Run 1, routed metal, one color a layer:
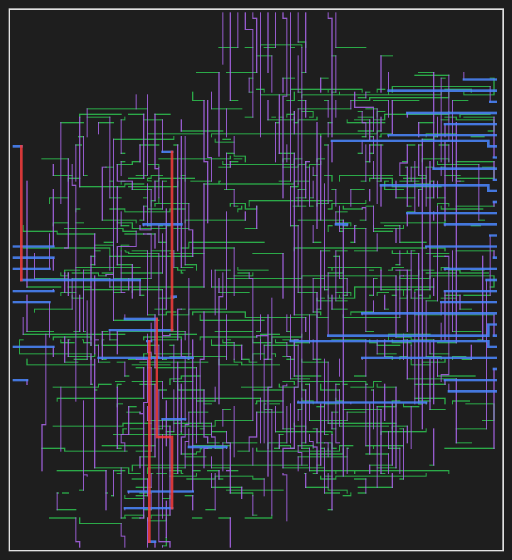
Run 1, cells colored by class:
Bar = 20 um. Fill, decap, tap and diode cells in gray.
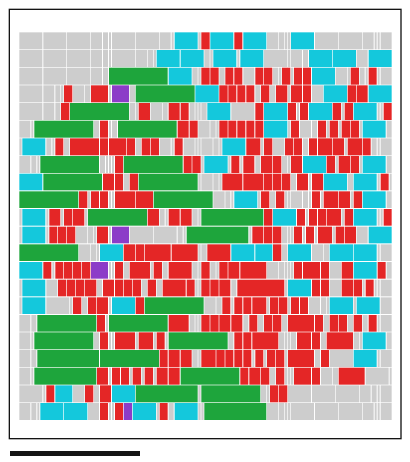
Run 1, signal metal coverage by tile:
The die is cut into 12 by 13 equal tiles; black is low, pale yellow is high, scaled to the fullest tile. Values are wire area over tile area, all layers added.
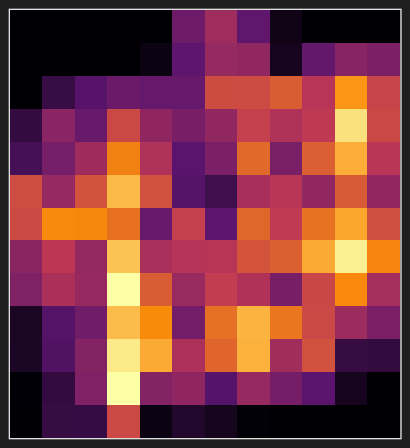
**src/rtl/bist_scheduler_pkg.sv**
```systemverilog
// bist_scheduler_pkg: FSM state encoding and counter sizing shared by the BIST scheduler.
package bist_scheduler_pkg;

    typedef enum logic [2:0] {
        S_IDLE,
        S_INIT,
        S_RUN,
        S_CMP,
        S_DONE
    } state_t;

    function automatic int cnt_w(input int n_patterns);
        return $clog2(n_patterns + 1);
    endfunction

endpackage

```
**src/rtl/bist_scheduler_rr_arbiter.sv**
```systemverilog
// bist_scheduler_rr_arbiter: combinational round-robin pick of the first pending index after i_last.
module bist_scheduler_rr_arbiter #(
    parameter int NREQ = 4
) (
    input  logic [NREQ-1:0]         i_pending,
    input  logic [$clog2(NREQ)-1:0] i_last,
    output logic [NREQ-1:0]         o_grant,
    output logic [$clog2(NREQ)-1:0] o_idx
);

    localparam int IW = $clog2(NREQ);

    logic          w_found;
    logic [IW-1:0] w_j;

    always_comb begin
        w_found = 1'b0;
        o_idx   = '0;
        w_j     = '0;
        for (int k = 1; k <= NREQ; k++) begin
            w_j = IW'((int'(i_last) + k) % NREQ);
            if (!w_found && i_pending[w_j]) begin
                w_found = 1'b1;
                o_idx   = w_j;
            end
        end
        o_grant = w_found ? NREQ'(1) << o_idx : '0;
    end

endmodule

```
**src/rtl/bist_scheduler.sv**
```systemverilog
// bist_scheduler: shares one BIST engine among NREQ requesters; edge-latched requests,
// round-robin grant, seed -> N_PATTERNS test cycles -> registered signature compare.
module bist_scheduler
    import bist_scheduler_pkg::*;
#(
    parameter int NREQ       = 4,
    parameter int N_PATTERNS = 64,
    parameter int SIG_W      = 8
) (
    input  logic                    i_clk,
    input  logic                    i_reset,
    input  logic [NREQ-1:0]         i_start,
    input  logic [SIG_W-1:0]        i_misr_sig,
    input  logic [NREQ*SIG_W-1:0]   i_golden,
    output logic [NREQ-1:0]         o_cut_sel,
    output logic                    o_lfsr_load,
    output logic                    o_misr_clr,
    output logic                    o_test_en,
    output logic                    o_running,
    output logic                    o_bist_end,
    output logic                    o_pass,
    output logic [$clog2(NREQ)-1:0] o_result_id
);

    localparam int IW    = $clog2(NREQ);
    localparam int CNT_W = cnt_w(N_PATTERNS);

    state_t           r_state, w_next;
    logic [NREQ-1:0]  r_start_q, r_pending, r_grant;
    logic [NREQ-1:0]  w_grant, w_edge, w_mask;
    logic [IW-1:0]    r_last, w_grant_idx, r_result_id;
    logic [CNT_W-1:0] r_cnt;
    logic             r_pass, w_cnt_last, w_match;
    logic [SIG_W-1:0] w_gold [NREQ];

    for (genvar g = 0; g < NREQ; g++) begin : g_gold
        assign w_gold[g] = i_golden[g*SIG_W +: SIG_W];
    end

    bist_scheduler_rr_arbiter #(.NREQ(NREQ)) u_arb (
        .i_pending (r_pending),
        .i_last    (r_last),
        .o_grant   (w_grant),
        .o_idx     (w_grant_idx)
    );

    // In IDLE the mask is the grant being issued (0 if none); otherwise edges from the active requester are dropped.
    assign w_edge     = i_start & ~r_start_q;
    assign w_mask     = (r_state == S_IDLE) ? w_grant : r_grant;
    assign w_cnt_last = r_cnt == CNT_W'(N_PATTERNS - 1);
    assign w_match    = i_misr_sig == w_gold[r_last];

    always_ff @(posedge i_clk or posedge i_reset) begin
        if (i_reset) r_state <= S_IDLE;
        else         r_state <= w_next;
    end

    always_comb begin
        w_next = r_state;
        case (r_state)
            S_IDLE:  w_next = |r_pending ? S_INIT : S_IDLE;
            S_INIT:  w_next = S_RUN;
            S_RUN:   w_next = w_cnt_last ? S_CMP : S_RUN;
            S_CMP:   w_next = S_DONE;
            S_DONE:  w_next = S_IDLE;
            default: w_next = S_IDLE;
        endcase
    end

    always_comb begin
        o_lfsr_load = r_state == S_INIT;
        o_misr_clr  = r_state == S_INIT;
        o_test_en   = r_state == S_RUN;
        o_running   = r_state inside {S_INIT, S_RUN, S_CMP};
        o_bist_end  = r_state == S_DONE;
        o_cut_sel   = o_running ? r_grant : '0;
    end

    // start_q resets to all-ones so a start held through reset is not seen as an edge.
    always_ff @(posedge i_clk or posedge i_reset) begin
        if (i_reset) begin
            r_start_q   <= '1;
            r_pending   <= '0;
            r_grant     <= '0;
            r_last      <= IW'(NREQ - 1);
            r_cnt       <= '0;
            r_pass      <= 1'b0;
            r_result_id <= '0;
        end else begin
            r_start_q <= i_start;
            r_pending <= (r_pending | w_edge) & ~w_mask;
            r_cnt     <= (r_state == S_RUN && !w_cnt_last) ? r_cnt + CNT_W'(1) : '0;
            if (r_state == S_IDLE && |r_pending) begin
                r_grant <= w_grant;
                r_last  <= w_grant_idx;
            end
            if (r_state == S_CMP) begin
                r_pass      <= w_match;
                r_result_id <= r_last;
            end
        end
    end

    assign o_pass      = r_pass;
    assign o_result_id = r_result_id;

endmodule

```
**config.mk**
```make
export PLATFORM = sky130hd
export DESIGN_NAME = bist_scheduler
export DESIGN_NICKNAME = d
export VERILOG_FILES = /design/src/rtl/bist_scheduler_pkg.sv /design/src/rtl/bist_scheduler_rr_arbiter.sv /design/src/rtl/bist_scheduler.sv
export SDC_FILE = /design/constraint.sdc
export NUM_CORES = 1
export LEC_CHECK = 0
export ABC_AREA = 1
export CAP_MARGIN = 10
export CORE_ASPECT_RATIO = 1.1
export CORE_MARGIN = 1
export CORE_UTILIZATION = 50
export DETAILED_ROUTE_END_ITERATION = 8
export GPL_ROUTABILITY_DRIVEN = 0
export PLACE_DENSITY = 0.94
export SKIP_CTS_REPAIR_TIMING = 1
export SYNTH_ARGS = -nofsm -noshare
export SYNTH_HDL_FRONTEND = slang
export SYNTH_SLANG_ARGS = --single-unit
```
**constraint.sdc**
```tcl
create_clock -name i_clk -period 2.66 [get_ports i_clk]
set_input_delay 0.665 -clock i_clk [delete_from_list [all_inputs] [get_ports i_clk]]
set_output_delay 0.665 -clock i_clk [all_outputs]
set_load 0.02 [all_outputs]
```
==> out/metrics.csv, run 1 <==
metric,value,unit
status,completed,
synth_flops,27,
seq_cells,27,
clk_latency,320,ps
ios,58,
hold_viol_final,0,
startpoint_type,flop,
crit_path_start,r_state[1],
clock_skew,2.47,ps
grt_pass1_wl,7.12,mm
path_cells,nor2_1 > nor2_1 > inv_1 > nor2_1 > clkdlybuf4s50_1,
fin_crit_sh,0.958,
highest_layer,met4,
nets,377,
cp_data_arrival_time,1880,ps
wl_met3,343,um
fin_area,0.00248,mm^2
h-tree-depth,1,
clock_power_share,0.065,
slew_viol_final,0,
p_seq_frac,0.249,
use_met2,0.434,
lay_top_cells,"91 x nand2_1, 57 x clkdlybuf4s50_1, 40 x inv_1",
wl_met1,1.78,mm
regToRegStartpoint,r_last[0],
cp_max_fo,4,
syn_area_per_cell,6.84,um^2
initial_core_util,0.540,
required,2000,ps
synthCells,272,
path_delay_family,buffers and inverters,
end_kind,primary output,
grtUsageMet3,0.0411,
synth-main-ff-cell,dfrtp_1,
comb_area,947,um^2
placed_cells,373,
clk_transition_reported_paths,130,ps
r2r_slack,770,ps
antennaDiodeCount,0,
min_to,r_cnt[0],
edf_count,0,
leakagePower,1.28,nW
finalPower,2.66,mW
final_cells,377,
largest_register,r_cnt,
top_usage_layer,met2,
cts_buffer_depth,2,
vias_per_cell,4.93,
clock_area_frac,0.0106,
clock_net_power,0.172,mW
setup_tns,0,ps
sw_frac_of_total,0.519,
antenna_found_initial,0,
hold_path_class,flop to flop,
post_dp_cell_area,0.00245,mm^2
drv_cap,0,
maxPowerGroup,combinational logic,
ys_cells,272,
die-area,0.00397,mm^2
layout_top_cell,nand2_1,
area_leaders,"dfrtp_1 28%, nand2_1 18%, dfstp_2 8.5%",
fp_nets,319,
p_int,1.28,mW
drtIter0Drc,89,
timing.final.crit_period,2550,ps
synthTopLogicFamily,simple AND/OR/NAND/NOR gates,
clock-sinks,27,
ff_latch_area,683,um^2
seq-power,0.662,mW
slowest_delay,660,ps
largest_area_cell,dfrtp_1,
path_buffers,2,
cts_tree,yes,
grt_max_degree,28,
r2r-end,r_pending[2],
portBuffers,57,
taps,48,
comb_cells,193,
reg2regPathDepth,11,
top_area_frac,0.283,
die_h,66.0,um
crit_type,flop to primary output,
met1_usage,0.266,
top_cell,nand2_1,
ir_drop,0.000925,V
crit_slowest_cell,clkdlybuf4s50_1,
worst_slew_pin_slew,331,ps
fmax,0.392,GHz
warning_count,26,
yosys_area,0.00186,mm^2
Notes on 'routed metal, one color a layer' above:
color	layer	wire length
blue	M3	344 um
purple	M2	2200 um
green	M1	1780 um
red	M4	87.5 um
routed len/inst: 11.7 um
Tot GR Track Use: 0.236
WL final: 4.41 mm
via count: 1857

Notes on 'cells colored by class' above:
color	class	cells
cyan	remaining buffers and delay cells	59
green	registers	27
purple	clock drivers and dummy loads	4
red	remaining logic cells	239
flop share of the area: 0.275
Core Area: 0.00344 mm^2
FP Rows: 22

Notes on 'signal metal coverage by tile' above:
emptiest ninth of the die	top left
mean over tiles	0.18
nearly empty tiles	14%
tiles over half the peak	34%
fullest tile	0.47

==> run 2: changes to the inputs <==
Settings changed: ABC_AREA 1 to not set, CORE_UTILIZATION 50 to 47, GPL_TIMING_DRIVEN set to 1, PLACE_DENSITY 0.94 to 0.85.
Run 2, routed metal, one color a layer:
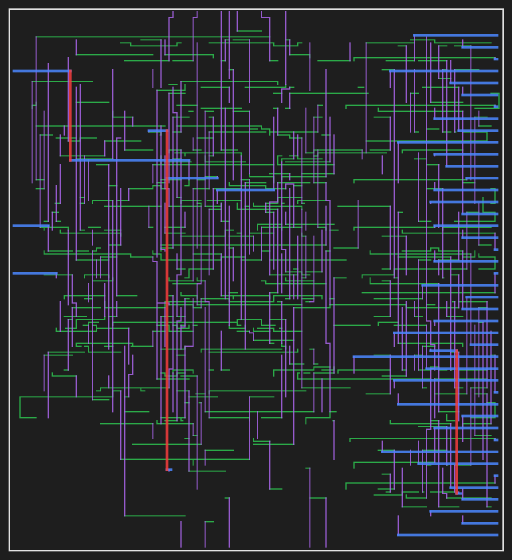
color	layer	wire length
red	M4	65.3 um
green	M1	1420 um
purple	M2	1820 um
blue	M3	309 um

==> out/metrics.csv, run 2 <==
metric,value,unit,change
status,completed,,unchanged
h-tree-depth,1,,unchanged
warning_count,26,,unchanged
crit_path_start,r_state[1],,unchanged
drtIter0Drc,43,,was 89
initial_core_util,0.496,,was 0.540
min_to,r_cnt[0],,unchanged
fin_area,0.00215,mm^2,was 0.00248 mm^2
startpoint_type,flop,,unchanged
seq-power,0.741,mW,was 0.662 mW
die_h,61.7,um,was 66.0 um
lay_top_cells,"56 x clkdlybuf4s50_1, 21 x dfrtp_1, 10 x xnor2_1",,"was 91 x nand2_1, 57 x clkdlybuf4s50_1, 40 x inv_1"
highest_layer,met4,,unchanged
wl_met1,1.42,mm,was 1.78 mm
ir_drop,0.000627,V,was 0.000925 V
r2r_slack,690,ps,was 770 ps
cts_buffer_depth,2,,unchanged
worst_slew_pin_slew,762,ps,was 331 ps
sw_frac_of_total,0.418,,was 0.519
antennaDiodeCount,0,,unchanged
wl,3.61,mm,was 4.41 mm
ios,58,,unchanged
antenna_found_initial,0,,unchanged
comb_cells,91,,was 193
cts_tree,yes,,unchanged
grtUsageMet3,0.0497,,was 0.0411
hold_path_class,flop to flop,,unchanged
final_cells,221,,was 377
placed_cells,217,,was 373
grt_pass1_wl,5.66,mm,was 7.12 mm
crit_type,flop to primary output,,unchanged
leakagePower,0.898,nW,was 1.28 nW
clock_net_power,0.186,mW,was 0.172 mW
edf_count,0,,unchanged
path_delay_family,buffers and inverters,,unchanged
area_leaders,"dfrtp_1 34%, dfstp_2 10%, mux4_1 10%",,"was dfrtp_1 28%, nand2_1 18%, dfstp_2 8.5%"
required,2000,ps,about the same
hold_viol_final,0,,unchanged
synth_flops,27,,unchanged
clock-sinks,27,,unchanged
cp_max_fo,6,,was 4
portBuffers,57,,unchanged
fin_crit_sh,0.945,,was 0.958
regToRegStartpoint,r_last[0],,unchanged
largest_area_cell,dfrtp_1,,unchanged
path_buffers,1,,was 2
die-area,0.00347,mm^2,was 0.00397 mm^2
path_cells,nor2_1 > nor2_2 > and2_1 > clkdlybuf4s50_1,,was nor2_1 > nor2_1 > inv_1 > nor2_1 > clkdlybuf4s50_1
seq_area_frac,0.318,,was 0.275
p_seq_frac,0.361,,was 0.249
clock_skew,10.8,ps,was 2.47 ps
fmax,0.398,GHz,was 0.392 GHz
finalPower,2.05,mW,was 2.66 mW
layout_top_cell,clkdlybuf4s50_1,,was nand2_1
slew_viol_final,0,,unchanged
top_usage_layer,met2,,unchanged
coreArea,0.00307,mm^2,was 0.00344 mm^2
synthCells,129,,was 272
ff_latch_area,683,um^2,unchanged
top_area_frac,0.345,,was 0.283
comb_area,790,um^2,was 947 um^2
setup_tns,0,ps,unchanged
yosys_area,0.00152,mm^2,was 0.00186 mm^2
seq_cells,27,,unchanged
Run 2, signal metal coverage by tile:
The die is cut into 11 by 12 equal tiles; black is low, pale yellow is high, scaled to the fullest tile. Values are wire area over tile area, all layers added.
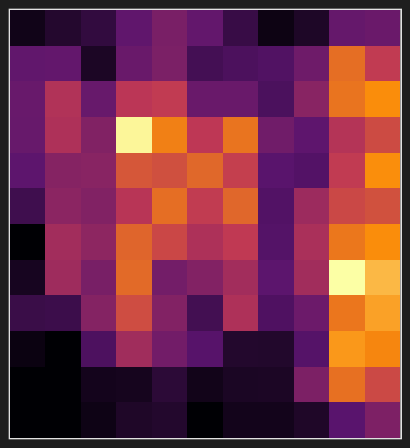
nearly empty tiles	5.3%
tiles over half the peak	27%
fullest tile	0.49
emptiest ninth of the die	bottom left
mean over tiles	0.17
Tot GR Track Use: 0.213
routed len/inst: 16.3 um
via count: 1248

==> run 3: changes to the inputs <==
Settings changed: CTS_CLUSTER_DIAMETER set to 100.
Run 3, cell outlines without signal wires:
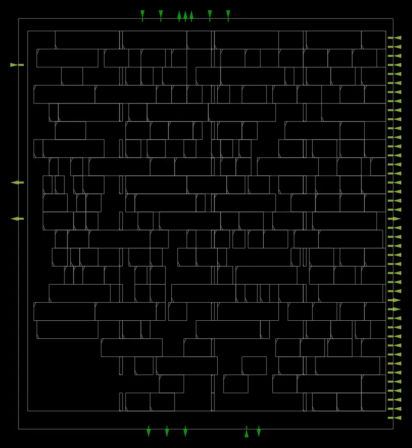
total of fill cells in the finished design: 237
FP Rows: 21

==> out/metrics.csv, run 3 <==
metric,value,unit,change
status,completed,,unchanged
r2r_slack,690,ps,about the same
layout_top_cell,clkdlybuf4s50_1,,unchanged
wl_met3,308,um,unchanged
ir_drop,0.000627,V,unchanged
portBuffers,57,,unchanged
slowest_delay,610,ps,about the same
maxPowerGroup,combinational logic,,unchanged
startpoint_type,flop,,unchanged
grt_max_degree,18,,unchanged
fmax,0.398,GHz,unchanged
clk_transition_reported_paths,150,ps,about the same
met1_usage,0.233,,unchanged
reg2regPathDepth,4,,unchanged
largest_register,r_cnt,,unchanged
crit_type,flop to primary output,,unchanged
h-tree-depth,1,,unchanged
ios,58,,unchanged
clk_latency,350,ps,about the same
cts_buffer_depth,2,,unchanged
path_buffers,1,,unchanged
grtUsageTotal,0.213,,unchanged
wl_met1,1.42,mm,unchanged
grtUsageMet3,0.0497,,unchanged
vias_per_cell,5.65,,unchanged
worst_slew_pin_slew,762,ps,unchanged
taps,34,,unchanged
comb_cells,91,,unchanged
synthTopLogicFamily,simple AND/OR/NAND/NOR gates,,unchanged
wl_per_cell,16.3,um,unchanged
die_h,61.7,um,unchanged
die-area,0.00347,mm^2,unchanged
drv_cap,0,,unchanged
seq-power,0.741,mW,about the same
placed_cells,217,,unchanged
initial_core_util,0.496,,unchanged
synth-main-ff-cell,dfrtp_1,,unchanged
hold_path_class,flop to flop,,unchanged
area_leaders,"dfrtp_1 34%, dfstp_2 10%, mux4_1 10%",,unchanged
grt_pass1_wl,5.66,mm,unchanged
crit_slowest_cell,clkdlybuf4s50_1,,unchanged
edf_count,0,,unchanged
seq_cells,27,,unchanged
r2r-end,o_pass,,unchanged
ff_latch_area,683,um^2,unchanged
lay_top_cells,"56 x clkdlybuf4s50_1, 21 x dfrtp_1, 10 x xnor2_1",,unchanged
warning_count,26,,unchanged
ys_cells,129,,unchanged
clock-sinks,27,,unchanged
end_kind,primary output,,unchanged
timing.final.crit_period,2510,ps,unchanged
post_dp_cell_area,0.00212,mm^2,unchanged
highest_layer,met4,,unchanged
seq_area_frac,0.318,,unchanged
path_cells,nor2_1 > nor2_2 > and2_1 > clkdlybuf4s50_1,,unchanged
hold_viol_final,0,,unchanged
leakagePower,0.898,nW,unchanged
finalPower,2.05,mW,unchanged
required,2000,ps,about the same
largest_area_cell,dfrtp_1,,unchanged
synthCells,129,,unchanged
cts_tree,yes,,unchanged
antennaDiodeCount,0,,unchanged
clock_skew,10.8,ps,unchanged
regToRegStartpoint,r_last[0],,unchanged
final_cells,221,,unchanged
fin_crit_sh,0.945,,unchanged
path_delay_family,buffers and inverters,,unchanged
wl,3.61,mm,unchanged
p_seq_frac,0.361,,about the same
crit_path_start,r_state[1],,unchanged
top_usage_layer,met2,,unchanged
comb_area,790,um^2,unchanged
antenna_found_initial,0,,unchanged
clock_power_share,0.091,,about the same
nets,235,,unchanged
p_int,1.19,mW,unchanged
vias,1248,,unchanged
Run 3, cells colored by class:
Bar = 20 um. Fill, decap, tap and diode cells in gray.
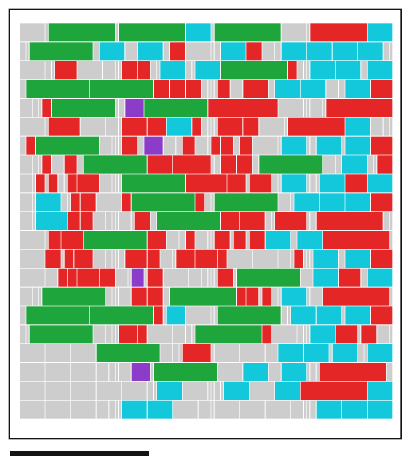
color	class	cells
cyan	remaining buffers and delay cells	58
green	registers	27
red	remaining logic cells	98
purple	clock drivers and dummy loads	4
final instance area: 0.00215 mm^2
Core Area: 0.00307 mm^2


==> notes/layouts.md <==
Pictures saved along the way, in no particular order.

Met1 routing.
Supply wires on this layer in gray.
picture 1
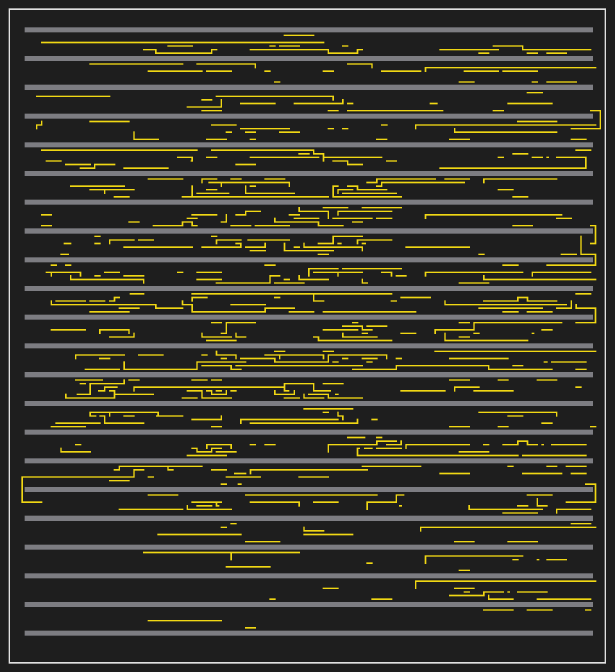
picture 2
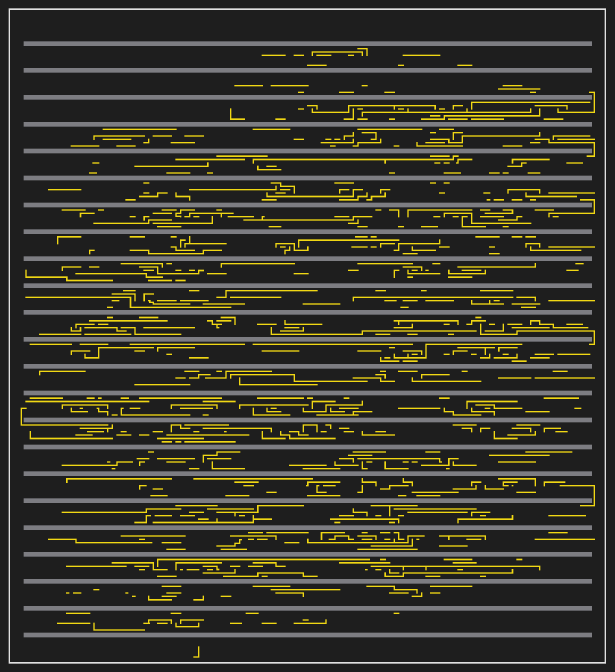
picture 1: run 2
picture 2: run 1

Key to picture 1:
longest straight run	26.7 um
wire length on this layer	1420 um
main direction	horizontal
share of all routed wire	39%
nets with wire on the layer	199

No activity file was given, so power comes from the tool's default toggle rates.
